[src/rtl/ysyx_22040127_ifu_pkg.sv]
// ysyx_22040127_ifu_pkg: constants and types shared by the fetch unit and the decode stage.
package ysyx_22040127_ifu_pkg;

    localparam logic [31:0] IFU_RESET_PC = 32'h8000_0000;
    localparam int IF_TO_ID_WIDTH = 64;

    typedef struct packed {
        logic [31:0] inst;
        logic [31:0] pc;
    } if_to_id_t;

    function automatic logic [31:0] sel_inst(input logic hi, input logic [63:0] data);
        return hi ? data[63:32] : data[31:0];
    endfunction

endpackage

[src/rtl/ysyx_22040127_fifo.sv]
// ysyx_22040127_fifo: synchronous FIFO with flush; depth must be a power of two so pointers wrap naturally.
module ysyx_22040127_fifo #(
    parameter int W = 64,
    parameter int D = 4
) (
    input  logic                 clk,
    input  logic                 rst,
    input  logic                 flush_i,
    input  logic                 push_i,
    input  logic [W-1:0]         din_i,
    input  logic                 pop_i,
    output logic [W-1:0]         dout_o,
    output logic                 empty_o,
    output logic [$clog2(D):0]   count_o
);

    localparam int PW = $clog2(D);

    logic [W-1:0]  mem_q [D];
    logic [PW-1:0] wptr_q, rptr_q;
    logic [PW:0]   cnt_q;
    logic          do_push, do_pop;

    assign do_push = push_i && (cnt_q != (PW+1)'(D));
    assign do_pop  = pop_i && (cnt_q != '0);
    assign dout_o  = mem_q[rptr_q];
    assign empty_o = (cnt_q == '0);
    assign count_o = cnt_q;

    always_ff @(posedge clk) begin
        if (rst || flush_i) begin
            wptr_q <= '0;
            rptr_q <= '0;
            cnt_q  <= '0;
        end else begin
            wptr_q <= wptr_q + PW'(do_push);
            rptr_q <= rptr_q + PW'(do_pop);
            cnt_q  <= cnt_q + (PW+1)'(do_push) - (PW+1)'(do_pop);
        end
    end

    always_ff @(posedge clk) begin
        if (do_push) mem_q[wptr_q] <= din_i;
    end

endmodule

[src/rtl/ysyx_22040127_ifu.sv]
// ysyx_22040127_ifu: instruction fetch with credit-limited requests, in-order PC tags,
// a fetch queue toward decode, and redirect/branch flush with stale-response dropping.
module ysyx_22040127_ifu
    import ysyx_22040127_ifu_pkg::*;
#(
    parameter logic [31:0] RESET_PC = IFU_RESET_PC,
    parameter int          FQ_DEPTH = 4,
    parameter int          AW       = 32
) (
    input  logic                      clk,
    input  logic                      rst,
    input  logic                      redirect_valid,
    input  logic [AW-1:0]             redirect_pc,
    input  logic                      branch_valid,
    input  logic [AW-1:0]             branch_pc,
    output logic                      imem_req_valid,
    input  logic                      imem_req_ready,
    output logic [AW-1:0]             imem_req_addr,
    input  logic                      imem_resp_valid,
    input  logic [63:0]               imem_resp_data,
    output logic                      if_to_id_valid,
    input  logic                      id_allowin,
    output logic [IF_TO_ID_WIDTH-1:0] if_to_id_bus,
    output logic [AW-1:0]             if_pc
);

    localparam int CW = $clog2(FQ_DEPTH) + 1;

    logic [AW-1:0] pc_q, pc_d;
    logic [CW-1:0] out_q, out_d, drop_q, drop_d;
    logic [CW-1:0] fq_cnt, unused_tag_cnt;
    logic [AW-1:0] tag_pc;
    logic          tag_empty, fq_empty;
    logic          flush, credit_ok, req_fire, resp, resp_keep, deq;
    if_to_id_t     fq_din, fq_head;

    assign flush     = !rst && (redirect_valid || branch_valid);
    assign credit_ok = ({1'b0, out_q} + {1'b0, fq_cnt}) < (CW+1)'(FQ_DEPTH);
    assign req_fire  = imem_req_valid && imem_req_ready;
    assign resp      = !rst && imem_resp_valid;
    // responses for requests issued before a flush are still in flight; drop_q counts them off
    assign resp_keep = resp && !flush && (drop_q == '0) && !tag_empty;
    assign deq       = if_to_id_valid && id_allowin;

    assign imem_req_valid = !rst && !flush && credit_ok;
    assign imem_req_addr  = {pc_q[AW-1:3], 3'b000};
    assign if_pc          = pc_q;
    assign if_to_id_valid = !rst && !fq_empty;
    assign if_to_id_bus   = if_to_id_valid ? fq_head : '0;
    assign fq_din         = '{inst: sel_inst(tag_pc[2], imem_resp_data), pc: tag_pc[31:0]};

    always_comb begin
        pc_d   = redirect_valid ? redirect_pc : branch_valid ? branch_pc : req_fire ? pc_q + AW'(4) : pc_q;
        out_d  = out_q + CW'(req_fire) - CW'(resp);
        drop_d = flush ? out_q - CW'(resp) : (resp && drop_q != '0) ? drop_q - CW'(1) : drop_q;
    end

    always_ff @(posedge clk) begin
        if (rst) begin
            pc_q   <= AW'(RESET_PC);
            out_q  <= '0;
            drop_q <= '0;
        end else begin
            pc_q   <= pc_d;
            out_q  <= out_d;
            drop_q <= drop_d;
        end
    end

    ysyx_22040127_fifo #(.W(AW), .D(FQ_DEPTH)) u_tag_fifo (
        .clk     (clk),
        .rst     (rst),
        .flush_i (flush),
        .push_i  (req_fire),
        .din_i   (pc_q),
        .pop_i   (resp_keep),
        .dout_o  (tag_pc),
        .empty_o (tag_empty),
        .count_o (unused_tag_cnt)
    );

    ysyx_22040127_fifo #(.W(IF_TO_ID_WIDTH), .D(FQ_DEPTH)) u_inst_fifo (
        .clk     (clk),
        .rst     (rst),
        .flush_i (flush),
        .push_i  (resp_keep),
        .din_i   (fq_din),
        .pop_i   (deq),
        .dout_o  (fq_head),
        .empty_o (fq_empty),
        .count_o (fq_cnt)
    );

endmodule

[config.mk]
export PLATFORM = sky130hd
export DESIGN_NAME = ysyx_22040127_ifu
export DESIGN_NICKNAME = d
export VERILOG_FILES = /design/src/rtl/ysyx_22040127_ifu_pkg.sv /design/src/rtl/ysyx_22040127_fifo.sv /design/src/rtl/ysyx_22040127_ifu.sv
export SDC_FILE = /design/constraint.sdc
export NUM_CORES = 1
export LEC_CHECK = 0
export ABC_AREA = 1
export CAP_MARGIN = 20
export CORE_MARGIN = 2
export CORE_UTILIZATION = 56
export CTS_BUF_LIST = sky130_fd_sc_hd__clkbuf_8
export CTS_CLUSTER_DIAMETER = 80
export DETAILED_ROUTE_END_ITERATION = 16
export GPL_ROUTABILITY_DRIVEN = 0
export PLACE_DENSITY = 0.93
export SYNTH_ARGS = -nofsm -noshare
export SYNTH_HDL_FRONTEND = slang
export SYNTH_SLANG_ARGS = --single-unit
export TNS_END_PERCENT = 10
[constraint.sdc]
create_clock -name clk -period 10.91 [get_ports clk]
set_input_delay 2.7275 -clock clk [delete_from_list [all_inputs] [get_ports clk]]
set_output_delay 2.7275 -clock clk [all_outputs]
set_load 0.01 [all_outputs]
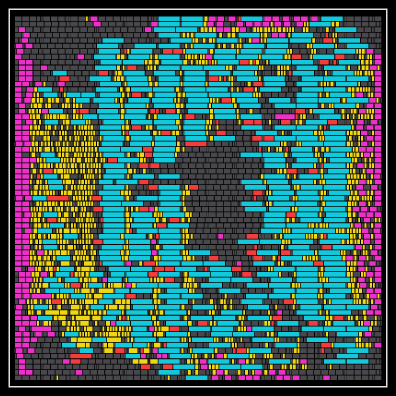
(run_1/class_map.png)
Scale: 2 px per um. Fill, decap, tap and diode cells in gray.
color	class	cells	share of their area
cyan	registers	436	56%
magenta	remaining buffers and delay cells	281	13%
yellow	remaining logic cells	1,271	26%
red	clock drivers and dummy loads	117	5.8%
design area: 0.0231 mm2
Core Region: 0.0334 mm2
row count: 67

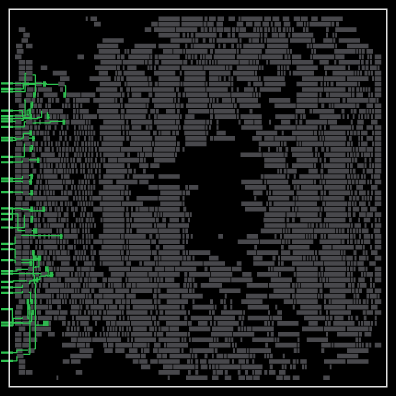
(run_1/port_trees.png)
Scale: 2 px per um.
color	port	direction	edge	end cells	buffers	wire
green	redirect_pc	input	left	32	32	579 um
number of I/O port buffers: 261
I/O pins: 265

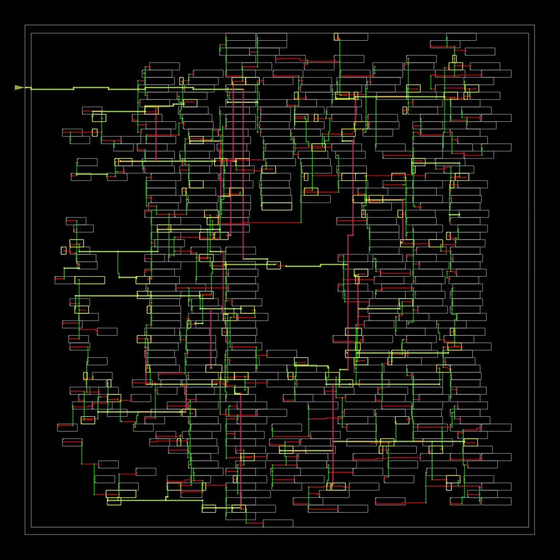
(run_1/clock_nets.png)
CTS sink cnt: 436
post-route clock skew: 44.2 ps

==> metrics.cfg, run 1 <==
[cells_and_area]
logic_gates = 1202
instances_no_fill = 2553
nonClkBufAreaFrac_pct = 12.2
layout.cells.most_common_list = nor2_1, edfxtp_1, nand2_1, clkdlybuf4s50_1, o21ai_0
layout.nets = 2213
largest_register_ffs = 256
ff_count = 436
diodes = 0
regMostFlops = u_inst_fifo.mem_q
area_delta_synth_final_pct = 21.6
n_all_buffers = 281

[critical_path]
crit_arrival_ps = 5200
crit_end = if_to_id_bus[23]
reg2regPathDepth = 9
path_buffers = 5
crit_family = buffers and inverters
worstSetupStartpoint = rst
cp_slowest_stage_delay_ps = 590
crit_path_start_kind = primary input
r2r-start = u_inst_fifo.count_o[2]
cp_cell_sequence = clkdlybuf4s50_1, buf_16, inv_1, o31ai_4, buf_4, a21oi_1, clkdlybuf4s50_1
cp_num_cells = 7
rrSetupSlack_ps = 7660

[floorplan]
fp_util_pct = 56.7
die_h_um = 188
die_area_mm2 = 0.0353

[logic_synthesis]
aoi_share_pct = 10.3
ys_sh_simple_pct = 16.4
ys_cells = 1834
xor_area_share_pct = 0.739
synthTopLogicFamily = simple AND/OR/NAND/NOR gates
ys_area_mm2 = 0.0190
synth-edff-count = 384
ys.flops = 436
syn_inst = 1834
synth-async-reset-ratio_pct = 0

[worst_hold_path]
hold_end = drop_q[2]
hp-class = flop to flop
holdPathStages = 2
min_from = drop_q[2]

[sta]
finalHoldViolations = 0
worst_slew_margin_rel_pct = 32.6
drv_slew = 0
grt_setup_unrepaired = false

[drt]
wl_mm = 45.1
wl_met3_mm = 4.26
vias_per_cell = 5.59
wl_met2_mm = 21.9
drtIter0Drc = 1369
wl_met1_mm = 17.6

[place]
dpl_worst_slack_ps = 2290
dp.cells = 2434

[power_and_ir_drop]
ir_drop_mv = 0.0788
intPower_mw = 2.63
power_mw = 3.36
power-top-group = sequential cells
p_clk_mw = 1.30
p_comb_share_pct = 5.9
power.switching_mw = 0.734

[global_route]
grt_use_met1_pct = 31.2
grt_pass1_wl_mm = 70.5
antenna_found_initial = 0
busiest_layer = met2

[cts]
post_cts_buffers = 0
cts.repair.resized = 0
cts.path.max_buffers = 3
clock_latency_ps = 580
cts.root.buffer_cell = clkbuf_8

[run_status]
status = finished, final reports clean

## Run 2: what changed since run 1
==> constraint.sdc (replaced) <==
create_clock -name clk -period 8.26 [get_ports clk]
set_input_delay 2.065 -clock clk [delete_from_list [all_inputs] [get_ports clk]]
set_output_delay 2.065 -clock clk [all_outputs]
set_load 0.01 [all_outputs]
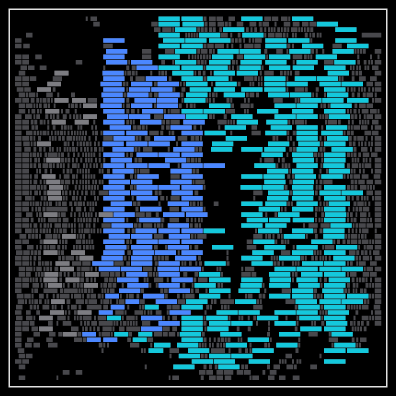
(run_2/blocks.png)
Scale: 2 px per um. Other sequential cells in the stronger gray, the rest of the logic in the fainter gray.
color	scope	flops
blue	u_tag_fifo	135
cyan	u_inst_fifo	263
not colored	38
Die Size: 0.0353 mm2
non-filler cells in the finished layout: 2,559
fin util: 68.7%

==> metrics.cfg, run 2 <==
[run_status]
status = finished, final reports clean

[floorplan]
fp.coreArea_mm2 = 0.0334  ; unchanged
die_h_um = 188  ; unchanged
io_pins = 265  ; unchanged
rows = 67  ; unchanged

[critical_path]
crit_arrival_ps = 4560  ; -640 ps
crit_family = buffers and inverters
rrSetupSlack_ps = 5420  ; -2240 ps
cp_num_cells = 7  ; unchanged
reg2regPathDepth = 11  ; +2
crit_path_start_kind = primary input
cp_slowest_stage_delay_ps = 550  ; -40 ps
path_buffers = 5  ; unchanged
r2r-start = u_inst_fifo.count_o[2]
worstSetupStartpoint = rst

[logic_synthesis]
ys_sh_simple_pct = 16.4  ; unchanged
ys_area_mm2 = 0.0190  ; unchanged
xor_area_share_pct = 0.739  ; unchanged
mux_share_pct = 0
aoi_share_pct = 10.3  ; unchanged
synth-edff-count = 384  ; unchanged
ys_cells = 1834  ; unchanged
ys.flops = 436  ; unchanged
synth-async-reset-ratio_pct = 0  ; unchanged
top_area_cell = edfxtp_1
synthTopLogicFamily = simple AND/OR/NAND/NOR gates

[cells_and_area]
layout.cells.most_common_list = nor2_1, edfxtp_1, nand2_1, clkdlybuf4s50_1, o21ai_0
diodes = 0  ; unchanged
nonClkBufAreaFrac_pct = 12.3  ; +0.036 points
clk_share_pct = 5.37
layout.nets = 2214  ; +0.045%
n_all_buffers = 283  ; +0.71%
logic_gates = 1202  ; unchanged
ff_count = 436  ; unchanged
fin_area_mm2 = 0.0230  ; -0.29%
regMostFlops = u_inst_fifo.mem_q

[drt]
wl_met1_mm = 17.4  ; -1.1%
drtIter0Drc = 1303  ; -4.8%
vias_per_cell = 5.57  ; -0.36%
top_layer = met4
wl_met2_mm = 22.3  ; +1.8%
wl_met3_mm = 4.47  ; +5.0%
wl_mm = 45.3  ; +0.36%

[power_and_ir_drop]
power_mw = 4.36  ; +30%
p_clk_mw = 1.63  ; +25%
power-top-group = sequential cells
intPower_mw = 3.40  ; +29%

[global_route]
grt_pass1_wl_mm = 69.6  ; -1.2%
grt_use_met1_pct = 31.6  ; +0.37 points
antenna_found_initial = 0  ; unchanged
grt_pass1_vias = 13800

[cts]
cts.root.buffer_cell = clkbuf_8
clock_latency_ps = 580  ; about the same
cts.repair.resized = 0  ; unchanged
clock-sinks = 436  ; unchanged
post_cts_buffers = 0  ; unchanged
cts.path.max_buffers = 3  ; unchanged
htreeDepth = 3

[sta]
fin_skew_ps = 41.3  ; -2.92 ps
grt_setup_unrepaired = false
drv_slew = 0  ; unchanged
finalHoldViolations = 0  ; unchanged

[place]
dpl_worst_slack_ps = 1680  ; -604 ps
dp.cells = 2435  ; +0.041%
port_buffers = 261  ; unchanged

[worst_hold_path]
min_from = drop_q[2]
holdPathStages = 2  ; unchanged
hold_end = drop_q[2]

Power and IR drop assume default switching activity.
